==> config.mk <==
export PLATFORM = sky130hd
export DESIGN_NAME = rv_decode_stage
export DESIGN_NICKNAME = d
export VERILOG_FILES = /design/src/rtl/rv_decode_stage.sv
export SDC_FILE = /design/constraint.sdc
export NUM_CORES = 1
export LEC_CHECK = 0
export CORE_UTILIZATION = 47
export CTS_CLUSTER_SIZE = 40
export DETAILED_ROUTE_END_ITERATION = 12
export PLACE_DENSITY_LB_ADDON = 0.1
export SLEW_MARGIN = 20
export SYNTH_ARGS = -nofsm -noshare
export SYNTH_HDL_FRONTEND = slang
export SYNTH_SLANG_ARGS = --single-unit
==> constraint.sdc <==
create_clock -name clk -period 7 [get_ports clk]
set_input_delay 1.4 -clock clk [delete_from_list [all_inputs] [get_ports clk]]
set_output_delay 1.4 -clock clk [all_outputs]
set_load 0.02 [all_outputs]
Figure 1. Logic cells by family.
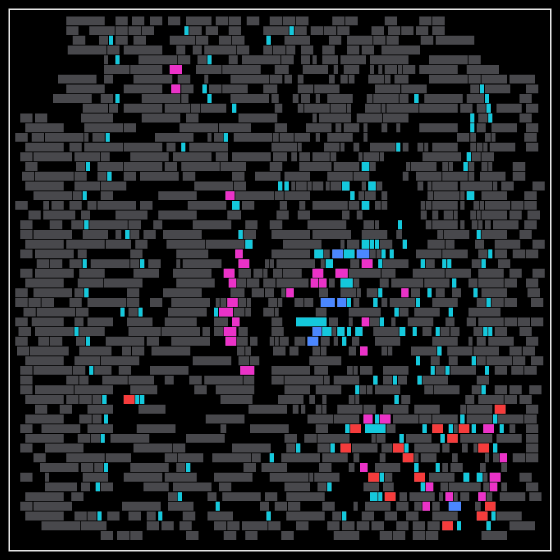
colour	family	cells
magenta	and/or cells	33
red	xor and xnor cells	16
cyan	nor cells	142
blue	non-inverting ao/oa cells	7
Layout Cells excl Fill: 1,374
dominant logic cell type in the layout: clkdlybuf4s50_1

Figure 2. Sequential cells coloured by netlist name.
Scale bar: 50 µm. Other sequential cells in the stronger grey, the rest of the logic in the fainter grey.
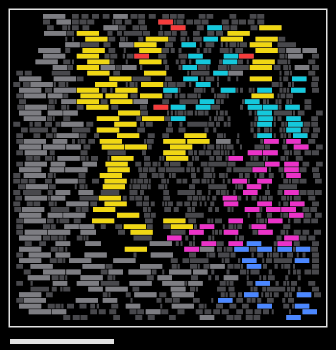
colour	name in the netlist	flops
cyan	out_imm	32
yellow	r_instrMem	64
blue	illegal_cnt	16
red	out_rs2	5
magenta	out_flags	37
not coloured	114
Flop area: 6650 µm²
Seq. pwr: 1.70 mW
sequential share of cell area: 0.488
final core area utilization: 0.625

==> run summary <==
Logic cell area: 3600 µm²
Fillcell total: 1,774
Routed wire length: 24,200 µm
Metal-1 WL: 10,800 µm
Layout cells sized above 1: 0.0859
Clock-net power: 1.38 mW
Yosys cell count: 879
Total Routing Usage GR: 0.211
Outcome: completed
Initial DRC Count: 525
Top cell category: registers
Yosys top cell by area: edfxtp_1
Total CTS buffers: 28
Ports: 205
Area contributors post-synth: edfxtp_1 (37%), dfxtp_1 (27%), mux2i_1 (5.4%)
# Taps: 280
Pre-CTS WS: 2410 ps
GR Layer Usage met3: 0.0461
Synth Flop Type: dfxtp_1
Chip Area, Yosys: 10,500 µm²
Number of synthesized register bits: 268
Clock buf/inv share: 0.0632
Highest routed layer: met4
Post-synth ARST share: 0
Number of enable flip-flop cells: 128
Seq pwr share: 0.507
RSZ-0062 raised after global routing: false
Slew Limit Headroom: 0.288
Clk sinks: 268
Placed Area: 12,800 µm²
Final Cell Area: 13,600 µm²
Hold_ws: 445 ps
Mapped Cells: 879
Power Combinational: 0.274 mW
Critical path launch point type: primary input
CP cell instances: clkdlybuf4s50_1 -> nand2b_1 -> o21ai_2 -> buf_4 -> clkinv_2 -> nand2_1 -> o41ai_1
P_leak: 4.33 nW
Clk buf depth: 3
Commonest non-fill, non-tap cells in the layout: clkdlybuf4s50_1 (204), dfxtp_1 (138), edfxtp_1 (128)
Port bufs: 204
Min Tclk post-route: 3930 ps
Final ANT Viol Nets: 0
Clk latency late pin: 530 ps
Syn_nets: 950
Total Power: 3.36 mW
Crit path depth: 7
NonClk Buf Share: 0.157
Die width: 151 µm
YS warnings: 0
Flops: 268
Initial antenna violation count: 0
CP bufs+invs: 3
Final worst slack: 3070 ps
First-pass GRT wire length: 37,500 µm
Clock-pin slew on the worst setup and hold paths: 50 ps
Row count: 54
Hold Fails Final Rpt: 0
CTS tree: built
Critical Path Fanout Max: 58
Drc violations: 0
Post-synthesis sequential area ratio: 0.634
Drt pass-1 iters: 7
Worst Max-Slew Pin Slew: 1070 ps
Gpl congestion: 0.831
Clk root buf: clkbuf_16
DIE HEIGHT: 151 µm
CTS resizes: 0
Clock buffer count: 43
DR vias/cell: 5.42
Met2 usage: 0.343
Area growth syn-to-layout: 30.2%
CP max stage delay: 910 ps
Final cycle utilization of the critical path: 0.561
FF-to-FF setup slack: 3260 ps
Pre-Place Util: 0.480
Total gr overflow: 0
Worst hold stages: 2
#MultiIn Comb: 552
Average wire per standard cell: 17.6 µm
CP delay by family, top: buffers and inverters
Psw: 0.763 mW
Die area: 22,900 µm²
## logic make-up after synthesis
kind of cell	synth area share
XOR/XNOR	0.0134
multiplexers	0.0641
AND-OR/OR-AND	0.136
AND/OR/NAND/NOR	0.126
adder cells (fa/ha/maj)	0.00239
buffers and inverters	0.0237
flip-flops	0.634
## synth_stat cells, types with 6 or more instances
library cell	count
dfxtp_1	140
edfxtp_1	128
nor2_1	122
nand2_1	63
mux2i_1	57
a211oi_1	49
clkbuf_1	40
a22oi_1	35
o21ai_1	28
a21oi_1	27
nand3_1	11
o31ai_2	11
mux2_2	9
nand4_1	9
nor2b_1	8
o21ai_0	8
xnor2_1	8
xor2_1	8
inv_1	7
buf_2	6
nand4b_1	6
o22ai_1	6
or3_1	6
No activity file was given, so power comes from the tool's default toggle rates.
